Figure 1. Wire density map (run 1).
Bar = 20 microns. The die is cut into 20 by 20 equal tiles; dark blue is low, red is high, scaled to the fullest tile. Values are wire area over tile area, all layers added.
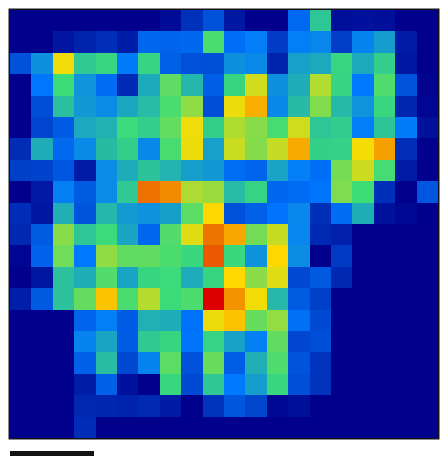
Figure 2. Routing congestion (run 1).
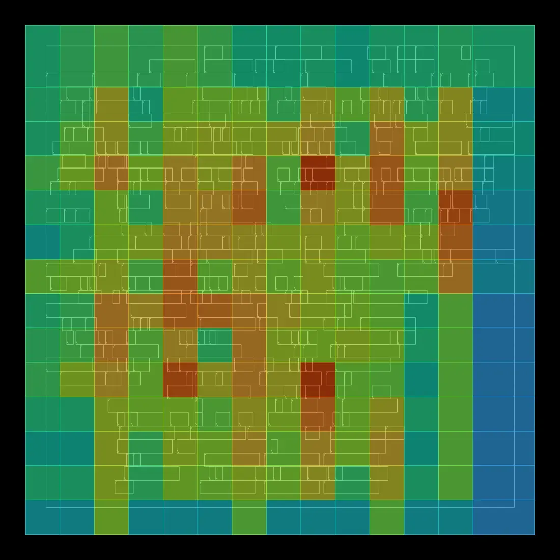
Figure 3. Where the registers sit (run 1).
Bar = 20 microns.
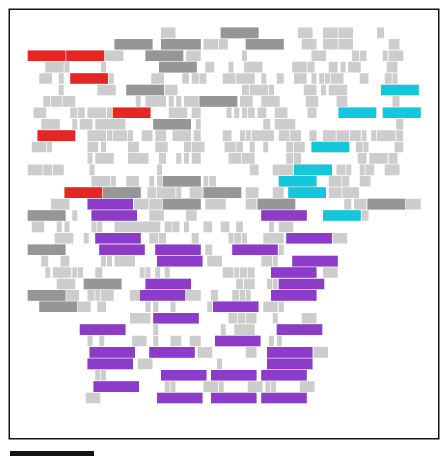
`config.mk`:
```
export PLATFORM = sky130hd
export DESIGN_NAME = stuff_serializer
export DESIGN_NICKNAME = d
export VERILOG_FILES = /design/src/rtl/stuff_serializer.sv
export SDC_FILE = /design/constraint.sdc
export NUM_CORES = 1
export LEC_CHECK = 0
export CORE_MARGIN = 4
export CORE_UTILIZATION = 40
export DETAILED_ROUTE_END_ITERATION = 6
export PLACE_DENSITY = 0.55
export SYNTH_ARGS = -nofsm -noshare
export SYNTH_HDL_FRONTEND = slang
export SYNTH_SLANG_ARGS = --single-unit
```
`constraint.sdc`:
```
create_clock -name clk -period 3.9 [get_ports clk]
set_input_delay 0.78 -clock clk [delete_from_list [all_inputs] [get_ports clk]]
set_output_delay 0.78 -clock clk [all_outputs]
set_load 0.01 [all_outputs]
```
`src/rtl/stuff_serializer.sv`:
```
// stuff_serializer: FIFO-buffered bit-stuffing serial transmitter with programmable baud rate
module stuff_serializer #(
    parameter int RUN_LEN     = 5,
    parameter int DEPTH       = 32,
    parameter int BAUD_W      = 8,
    parameter int STUFF_ZEROS = 1
) (
    input  logic              clk,
    input  logic              reset_n,
    input  logic              in_valid,
    input  logic              in_bit,
    output logic              in_ready,
    input  logic [BAUD_W-1:0] baudrate,
    output logic              txout,
    output logic              txi,
    output logic              stuffed,
    output logic              bit_strobe
);
    localparam int AW = $clog2(DEPTH);
    localparam int CW = $clog2(DEPTH + 1);
    localparam int RW = $clog2(RUN_LEN + 1);
    typedef enum logic [1:0] {IDLE, DATA, STUFF} state_t;
    state_t            state, nstate;
    logic [DEPTH-1:0]  mem;
    logic [AW-1:0]     wr_ptr, rd_ptr;
    logic [CW-1:0]     count;
    logic [BAUD_W-1:0] cnt;
    logic [RW-1:0]     run_cnt, run_nxt;
    logic              run_val, push, pop, stuff_go, head, done;
    assign in_ready = count < CW'(DEPTH);
    assign push     = in_valid & in_ready;
    assign head     = mem[rd_ptr];
    assign done     = cnt == '0;
    assign run_nxt  = (STUFF_ZEROS == 0 && !head) ? '0 :
                      (head == run_val) ? run_cnt + RW'(1) : RW'(1);
    always_comb begin
        nstate   = state;
        pop      = 1'b0;
        stuff_go = 1'b0;
        case (state)
            IDLE: if (count != '0) begin
                nstate = DATA;
                pop    = 1'b1;
            end
            DATA: if (done) begin
                if (run_cnt == RW'(RUN_LEN)) begin
                    nstate   = STUFF;
                    stuff_go = 1'b1;
                end else if (count != '0) pop = 1'b1;
                else nstate = IDLE;
            end
            STUFF: if (done) begin
                if (count != '0) begin
                    nstate = DATA;
                    pop    = 1'b1;
                end else nstate = IDLE;
            end
            default: nstate = IDLE;
        endcase
    end
    always_ff @(posedge clk)
        if (push) mem[wr_ptr] <= in_bit;
    always_ff @(posedge clk or negedge reset_n) begin
        if (!reset_n) begin
            state      <= IDLE;
            wr_ptr     <= '0;
            rd_ptr     <= '0;
            count      <= '0;
            cnt        <= '0;
            run_cnt    <= '0;
            run_val    <= 1'b0;
            txout      <= 1'b0;
            txi        <= 1'b1;
            stuffed    <= 1'b0;
            bit_strobe <= 1'b0;
        end else begin
            state      <= nstate;
            wr_ptr     <= push ? wr_ptr + AW'(1) : wr_ptr;
            rd_ptr     <= pop ? rd_ptr + AW'(1) : rd_ptr;
            count      <= count + CW'(push) - CW'(pop);
            cnt        <= (pop | stuff_go) ? ((baudrate == '0) ? '0 : baudrate - BAUD_W'(1)) :
                          done ? cnt : cnt - BAUD_W'(1);
            bit_strobe <= pop | stuff_go;
            txout      <= pop ? head : stuff_go ? ~run_val : (nstate == IDLE) ? 1'b0 : txout;
            txi        <= nstate == IDLE;
            stuffed    <= nstate == STUFF;
            // the stuffed bit restarts the run with its own value only when zeros are tracked too
            if (pop) begin
                run_cnt <= run_nxt;
                run_val <= head;
            end else if (stuff_go) begin
                run_cnt <= (STUFF_ZEROS != 0) ? RW'(1) : '0;
                run_val <= (STUFF_ZEROS != 0) ? ~run_val : run_val;
            end else if (nstate == IDLE) run_cnt <= '0;
        end
    end
endmodule

```
==> changes_impl.md, run 1 <==
### Changed

* Top logic family: simple AND/OR/NAND/NOR gates
* R2r worst-path depth at 13
* Basic Gates by Area at between 10% and 20%
* Final net count at a little under 400
* Sw frac at about 36%
* Top cell type by instance count after synthesis: nor2_1
* CP startpoint kind: flop
* Crit path depth at 13
* Clock buffers at 9
* Cell Area, Synth at between 3000 and 4000 sq um
* Peak supply drop at 346 uV
* Non-clk bufs at 19
* Post-cts sizing count at 0
* FILL cells at about 840
* Number of non-clock inverters at 27
* Ports at 17
* Slew @ Worst Pin at 0.926 ns
* NonClk Buf Share at between 4 and 5%
* Final hold slack at between 0.4 and 0.5 ns
* Crit path DAT at ~3.6 ns
* WHS Endpoint: txout
* Die X at 102 microns
* Largest cell class: registers
* Max Cap Viol at 0
* WP buf/inv at 2
* Main area contributors: edfxtp_1 (27%), dfrtp_1 (23%), ha_1 (7.8%)
* Post-synth seq share at 51.3%
* CTS buffer count at 9
* Cell count after synthesis at between 300 and 400
* Post-synth top cells: nor2_1 (47), dfrtp_1 (33), edfxtp_1 (32)
* Number of diodes at 0
* Largest net degree at the start of global routing at 35
* Ys flops at about 66
* Final Hold Fails at 0
* P_leak at ~1.6 nW
* Setup TNS Final at 0 ns
* RSZ-0062 raised after global routing: no
* Yosys adder share at under 10%
* P_comb at about 810 uW
* Chip area estimate from yosys synthesis at between 3000 and 4000 sq um
* Max layer used: met4
* Top cell excl fill/tap: nor2_1
* Final cycle utilization of the critical path at between 80% and 90%
* FP Rows at 34
* Complex Gates by Area at a little over 8%
* Clk latency late pin at 0.34 ns
* Hold_sp: txout
* Async SR Flop Fraction at 51.5%
* Met1 wire length at ~3.1 mm
* Worst Path Max Fanout at 12
* Synth area leader: edfxtp_1
* Gate Area at between 1500 and 2000 sq um
* Crit path required time at roughly 4.2 ns
* Grt total ovfl at 0
* Clock power share at a little under a quarter
* DR WL met3 at 157 microns
* Final sequential cell count at 66
* CTS tree: done
* ANT nets after route at 0
* Part of the power in registers at between 40% and 50%
* Worst Setup SP: cnt[2]
* Xor+xnor area frac at ~5.2%
* MUX area fraction at roughly 5.1%
* Max clock buf depth at 2
* Reg2reg setup slack at about 0.52 ns
* Most numerous logic cells after layout: nor2_1 (47), dfrtp_1 (33), edfxtp_1 (32), inv_1 (25), nand2_1 (23)
* NetSw at roughly 860 uW
* Chip Height at about 100 microns
* Internal Power at roughly 1.6 mW
* Worst path top cell family by delay: simple AND/OR/NAND/NOR gates
* Pre-antenna DRT Iters at 4
* Post-CTS setup buffers at 0
* GPL Wtd Cong at about 0.83
* DR WL met2 at 3.21 mm
* Starting density of the core at approximately two fifths
* Tot Pwr at 2.42 mW
* Relative slew slack at between 30% and 40%
* Main power group: registers
* Yosys cell types at 53
* EDFF count, synth at 32
* Commonest flop: dfrtp_1
* Avg Vias per Cell at 5.08
* HPWL after DPL at around 4.7 mm
* Layout cells sized above 1 at between 8 and 9%
* CTS HTree Levels at 3
* CTS hold repair buffers at 0
* Worst Hold Depth at 1
* First-pass GRT wire length at 11.2 mm
* Min cycle time layout at 3.38 ns
* Number of buffers inserted by port buffering at 16
* Logic pwr share at between 30 and 40%
* Yosys cell count at between 300 and 400
* Slowest stage delay, CP at 0.56 ns
* Max frequency at 0.296 GHz
* CP Class: reg2reg
* R2r endpoint: count[5]
* Yosys warning count at 0
* Sink Count at 66
* Pwr per Cell Area at 607 nW/um^2
* Worst-path cell chain: or4_4 -> or3_1 -> nor2_2 -> o21ai_2 -> inv_1 -> ha_1 -> inv_1 -> ha_1 -> a21o_1 -> a21oi_1 -> o21bai_1 -> a21oi_1 -> xor2_1
* Core area at a little under 9000 sq um
* Status: finished, final reports clean
* CP endpoint: count[5]
* Clk. pwr at 557 uW
* Reg-to-reg startpoint: cnt[2]
Back to the opening pictures, Figure 1:
tiles over half the peak = 18%
emptiest ninth of the die = lower right
mean over tiles = 0.098
Post-Route WL: 6.63 mm
WL per Instance: 14.2 microns
Tot GR Track Use: 13.9%
via count: 2374

Back to the opening pictures, Figure 2:
global routing usage on met2: 21.8%
Final Util: 45.8%
GR met3 Demand/Resource: 2.66%
GR Util met1: 19.0%
busiest grt layer: met2

Back to the opening pictures, Figure 3:
cnt -> cyan  # placed flops 8
count -> red  # placed flops 6, where upper left
mem -> purple  # placed flops 32
FF/Latch Area: 1810 sq um
Power Sequential: 1.05 mW
fraction of area in registers: 45.6%

==> run 1: flip-flops by register name, indices dropped and copies added (netlist names) <==
register / flops
stuffed: 1
txout: 1
rd_ptr: 5
mem: 32
count: 6
cnt: 8
run_val: 1
txi: 1
wr_ptr: 5
state: 2
run_cnt: 3
bit_strobe: 1
==> run 1: metrics by stage <==
stage	std cells	utilization, %	cell area (sq um)	setup WS, ns
after floorplan	336	-	3540	0.914
after global placement	451	43.6	3780	0.572
after detailed placement	451	43.6	3780	0.503
after CTS	467	45.8	3980	0.492
after global routing	467	45.8	3980	0.224
final	467	45.8	3980	0.522
==> run 1: logic make-up after synthesis <==
group,Yosys count
adders and majority gates,23
AOI/OAI and AO/OA,44
xor gates and xnor gates,21
and+or+nand+nor,125
DFF,66
muxes,18
buffers and inverters,39
==> run 2: changes to the inputs <==
- GPL_TIMING_DRIVEN: unset -> 0
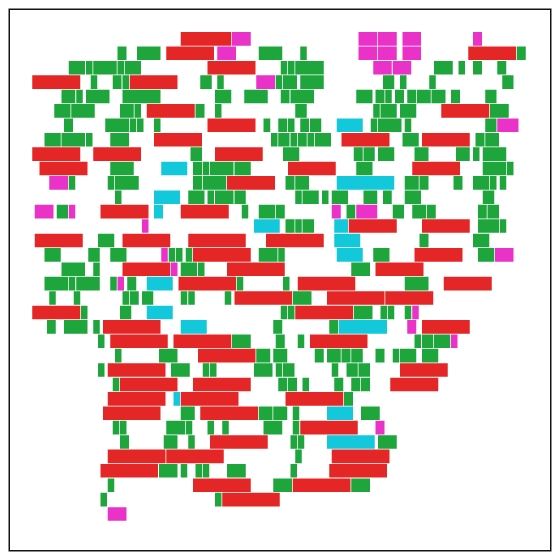
Figure 4: run 2, cells colored by class.
remaining buffers and delay cells -> magenta  # cells 28, share of their area 5.6%
clock drivers and dummy loads -> cyan  # cells 16, share of their area 6.0%
sequential cells -> red  # cells 66, share of their area 46%
combinational and other logic -> green  # cells 258, share of their area 42%
fraction of area in registers: 44.7%
FP Rows: 34
core area: 8680 sq um
final instance area: 4060 sq um
Final Util: 46.8%

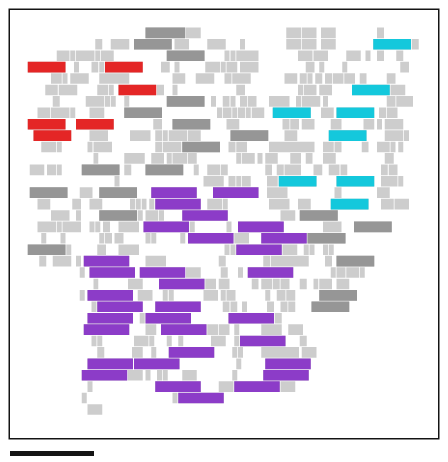
Figure 5: run 2, where the registers sit.
Bar = 20 microns.
Power Sequential: 987 uW

==> changes_impl.md, run 2 <==
### Changed

* Reg with most FFs: mem
* Post-synth top cells: nor2_1 (47), dfrtp_1 (33), edfxtp_1 (32)
* CP endpoint: count[5]
* Max Cap Viol at 0 (unchanged)
* Post-CTS setup buffers at 0 (unchanged)
* Clock power share at 25.9% (+2.9 points)
* Post-cts sizing count at 0 (unchanged)
* Final Hold Fails at 0 (unchanged)
* Starting density of the core at 40.7% (unchanged)
* Reg-to-reg startpoint: cnt[2]
* Layout cells sized above 1 at 9.24% (+0.33 points)
* Yosys cell count at 336 (unchanged)
* WL per Instance at 13.9 microns (-1.8%)
* Part of the power in registers at 39.3% (-4.0 points)
* ANT nets after route at 0 (unchanged)
* CTS tree: done
* Number of buffers inserted by port buffering at 16 (unchanged)
* Yosys warning count at 0 (unchanged)
* Crit path required time at 4.16 ns (about the same)
* Sw frac at 33.9% (-1.7 points)
* Global routing usage on met2 at 22.5% (+0.65 points)
* GPL Wtd Cong at 0.819 (-0.75%)
* Placed cell count at 460 (+2.0%)
* GR met3 Demand/Resource at 2.46% (-0.20 points)
* GR Util met1 at 19.5% (+0.55 points)
* Ports at 17 (unchanged)
* Hold_sp: txout
* Top cell type by instance count after synthesis: nor2_1
* Number of diodes at 0 (unchanged)
* Placed cell area at 3830 sq um (+1.1%)
* CTS HTree Levels at 3 (unchanged)
* Async SR Flop Fraction at 51.5% (unchanged)
* CTS buffer count at 9 (unchanged)
* CP startpoint kind: flop
* Worst path top cell family by delay: simple AND/OR/NAND/NOR gates
* Fin cells at 476 (+1.9%)
* Worst Setup SP: cnt[2]
* Post-Route WL at 6.63 mm (about the same)
* Relative slew slack at 33.3% (-4.8 points)
* Min cycle time layout at 3.29 ns (-0.0890 ns)
* Synth area leader: edfxtp_1
* Post-synth seq share at 51.3% (unchanged)
* Die X at 102 microns (unchanged)
* DR WL met3 at 146 microns (-7.0%)
* Final sequential cell count at 66 (unchanged)
* Slowest stage delay, CP at 0.57 ns (about the same)
* NetSw at 851 uW (-1.0%)
* Gate Area at 1560 sq um (unchanged)
* Tot GR Track Use at 14.2% (+0.28 points)
* Busiest grt layer: met2
* FILL cells at 847 (+0.83%)
* DR WL met2 at 3.15 mm (-2.0%)
* Slew @ Worst Pin at 0.997 ns (+0.0714 ns)
* HPWL after DPL at 4.75 mm (+1.1%)
* Worst Path Max Fanout at 10 (-2)
* Crit path depth at 14 (+1)
* Top cell excl fill/tap: nor2_1
* R2r worst-path depth at 14 (+1)
* Final setup margin at 0.611 ns (+0.0890 ns)
* Via count at 2414 (+1.7%)
* Commonest flop: dfrtp_1
* Logic pwr share at 34.8% (+1.2 points)
* Max frequency at 0.304 GHz (+2.7%)
* Setup TNS Final at 0 ns (unchanged)
* Non-clk bufs at 28 (+9)
* Largest cell class: registers
* Max clock buf depth at 2 (unchanged)
* NonClk Buf Share at 5.39% (+0.93 points)
* Yosys cell types at 53 (unchanged)
* Status: finished, final reports clean
* Tot Pwr at 2.51 mW (+3.9%)
* Crit path DAT at 3.55 ns (-0.09 ns)
* Worst-path cell chain: or4_4 -> or3_1 -> buf_6 -> nor2_2 -> o21ai_2 -> inv_1 -> ha_1 -> inv_1 -> ha_1 -> a21o_1 -> a21oi_1 -> o21bai_1 -> a21oi_1 -> xor2_1
* CTS hold repair buffers at 0 (unchanged)
* Ys flops at 66 (unchanged)
* Met1 wire length at 3.22 mm (+2.5%)
* Number of non-clock inverters at 27 (unchanged)
* Pre-antenna DRT Iters at 4 (unchanged)
* Pwr per Cell Area at 618 nW/um^2 (+1.8%)
* Largest net degree at the start of global routing at 35 (unchanged)
==> run 2: cells by family (layout without fill, tap and decap cells) <==
logic type / after synthesis / in the layout / synth area share (%)
adders and majority gates: 23 / 23 / 8.35
xor gates and xnor gates: 21 / 21 / 5.20
muxes: 18 / 18 / 5.10
DFF: 66 / 66 / 51.3
AOI/OAI and AO/OA: 44 / 44 / 8.32
buffers and inverters: 39 / 71 / 4.74
and+or+nand+nor: 125 / 125 / 17.0
==> run 2: power groups by stage <==
stage | registers [mW] | clock network, mW | logic (mW)
floorplan | 0.978 | 0 | 0.684
global placement | 0.997 | 0 | 0.873
detailed placement | 1.00 | 0 | 0.888
CTS | 0.988 | 0.667 | 0.894
global route | 1.01 | 0.698 | 1.02
finish | 0.987 | 0.651 | 0.873
==> run 3: changes to the inputs <==
- PLACE_DENSITY: 0.55 -> 0.57
- clock period: 3.9 -> 2.9 ns (I/O delays scaled with it)
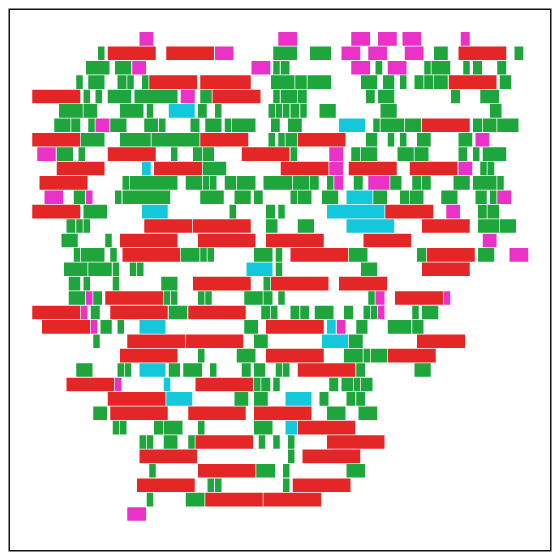
Figure 6: run 3, cells colored by class.
remaining buffers and delay cells -> magenta  # cells 38, share of their area 7.2%
sequential cells -> red  # cells 66, share of their area 45%
clock drivers and dummy loads -> cyan  # cells 16, share of their area 5.3%
combinational and other logic -> green  # cells 258, share of their area 43%
Final Util: 48.1%
fraction of area in registers: 43.5%
final instance area: 4170 sq um

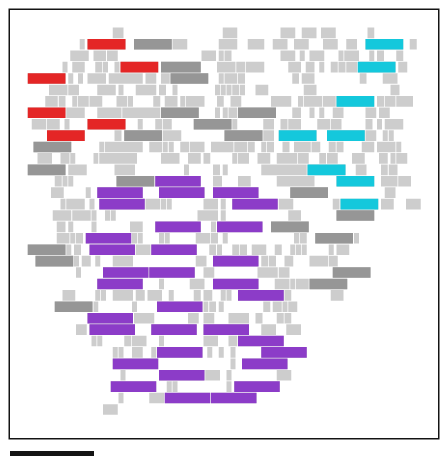
Figure 7: run 3, where the registers sit.
Bar = 20 microns.
mem -> purple  # placed flops 32
count -> red  # placed flops 6, where upper left
cnt -> cyan  # placed flops 8
not colored = 20
Power Sequential: 1.32 mW

==> changes_impl.md, run 3 <==
### Changed

* Complex Gates by Area at 8.32% (unchanged)
* WL per Instance at 13.6 microns (-2.2%)
* HPWL after DPL at 4.68 mm (-1.5%)
* CTS tree: done
* Number of buffers inserted by port buffering at 16 (unchanged)
* Hold/Removal Path Class: in2async
* Top Registers: mem x32, cnt x8, count x6
* Most frequent CP cell: inv_2
* Crit path DAT at 3.05 ns (-0.50 ns)
* Final cycle utilization of the critical path at between 90% and 100%
* Status: finished, final reports clean
* Ys flops at 66 (unchanged)
* Worst-path cell chain: or4_4 -> or3_4 -> nor2_4 -> o21ai_2 -> inv_2 -> ha_4 -> inv_2 -> ha_4 -> inv_2 -> fa_2 -> inv_1 -> a21oi_1 -> nor2_1 -> nor2_1 -> xnor2_1
* Fin cells at 486 (+2.1%)
* Largest net degree at the start of global routing at 35 (unchanged)
* Worst path top cell family by delay: simple AND/OR/NAND/NOR gates
* Yosys cell count at 336 (unchanged)
* Number of diodes at 0 (unchanged)
* Tot GR Track Use at 14.2% (-0.014 points)
* Placed cell count at 460 (unchanged)
* Basic Gates by Area at 17.0% (unchanged)
* Setup TNS Final at 0 ns (unchanged)
* Part of the power in registers at 38.2% (-1.1 points)
* Pwr per Cell Area at 831 nW/um^2 (+34%)
* Crit path required time at 3.13 ns (-1.03 ns)
* Number of non-clock inverters at 27 (unchanged)
* Crit path depth at 15 (+1)
* MUX area fraction at 5.10% (unchanged)
* ANT nets after route at 0 (unchanged)
* Slew @ Worst Pin at 0.936 ns (-0.0610 ns)
* Post-CTS setup buffers at 8 (+8)
* Comb area share at 38.7%
* Clk. pwr at 818 uW (+26%)
* Reg-to-reg startpoint: cnt[2]
* Post-Route WL at 6.62 mm (-0.12%)
* Final sequential cell count at 66 (unchanged)
* Relative slew slack at 37.4% (+4.1 points)
* CP startpoint kind: flop
* FP Rows at 34 (unchanged)
* EDFF count, synth at 32
* Final Hold Fails at 0 (unchanged)
* Yosys cell types at 53 (unchanged)
* P_comb at 1.32 mW (+51%)
* Max frequency at 0.355 GHz (+17%)
* Slowest stage delay, CP at 0.54 ns (-0.03 ns)
* Gate Area at 1620 sq um (+3.9%)
* Post-cts sizing count at 11 (+11)
* Pre-antenna DRT Iters at 4 (unchanged)
* Syn avg cell area at between 10 and 15 sq um
* Logic pwr share at 38.2% (+3.4 points)
* NonClk Buf Share at 6.96% (+1.6 points)
* Starting density of the core at 40.7% (unchanged)
* Crit. End Element: flop
* Layout cells sized above 1 at 14.6% (+5.3 points)
* Post-synth top cells: nor2_1 (47), dfrtp_1 (33), edfxtp_1 (32)
* Vias in the first global route at approximately 2500
* Min cycle time layout at 2.82 ns (-0.473 ns)
* WP buf/inv at 4
* Worst Setup SP: cnt[2]
* Max Cap Viol at 0 (unchanged)
* Yosys adder share at 8.35% (unchanged)
* Final net count at 408
* Sw frac at 34.5% (+0.58 points)
* GPL Wtd Cong at 0.800 (-2.3%)
* Max clock buf depth at 2 (unchanged)
* Async SR Flop Fraction at 51.5% (unchanged)
* Largest cell class: registers
* Commonest flop: dfrtp_1
* Synth area leader: edfxtp_1
* Final setup margin at 0.0843 ns (-0.527 ns)
* NetSw at 1.19 mW (+40%)
* CTS buffer count at 9 (unchanged)
* Reg with most FFs: mem
* Non-clk bufs at 38 (+36%)
* Clock-cell share of area at ~5.1%
* R2r worst-path depth at 15 (+1)
* Ports at 17 (unchanged)
* Clock power share at 23.6% (-2.3 points)
* Via count at 2458 (+1.8%)
* Core area at 8680 sq um (unchanged)
* Top cell type by instance count after synthesis: nor2_1
* Placed cell area at 3830 sq um (unchanged)
* Yosys warning count at 0 (unchanged)
* Top logic family: simple AND/OR/NAND/NOR gates
* CTS HTree Levels at 3 (unchanged)
* Xor+xnor area frac at 5.20% (unchanged)
* Initial antenna violation count at 0
* Post-synth seq share at 51.3% (unchanged)
* Setup WS pre-CTS at -0.302 ns
* CTS hold repair buffers at 0 (unchanged)
* Die X at 102 microns (unchanged)
* Final hold slack at 0.303 ns
* Worst Path Max Fanout at 2 (-8)
* Sink Count at between 60 and 70
* Main power group: registers
* CP endpoint: count[4]
* Top cell excl fill/tap: nor2_1
* Die Area at 10400 sq um
* FILL cells at 839 (-0.94%)
* Tot Pwr at 3.46 mW (+38%)
[run 3: cell counts after synthesis]
No cell type changed its count.
[run 3: worst min-delay path by stage]
| stage | slack, ns | end | from | cells after the start |
|---|---|---|---|---|
| after global routing | 0.37 | run_cnt[2] | reset_n | 1 |
| after floorplan | 0.28 | bit_strobe | reset_n | 0 |
| final | 0.30 | cnt[7] | reset_n | 1 |
| after CTS | 0.32 | cnt[7] | reset_n | 1 |
| after global placement | 0.49 | run_cnt[0] | run_cnt[0] | 1 |
| after detailed placement | 0.50 | count[0] | count[0] | 1 |
[run 3: per-layer routing]
layer  up-vias  track usage (%)  routed length (microns)  part of all wire [%]
li1       1237                -                        -                     -
met1      1183             18.3                     3100                    47
met2        30             23.6                     3230                    49
met3         8             3.48                      209                   3.2
met4         0             4.54                       89                   1.3
met5         -                0                        0                     0
Power and IR drop assume default switching activity.
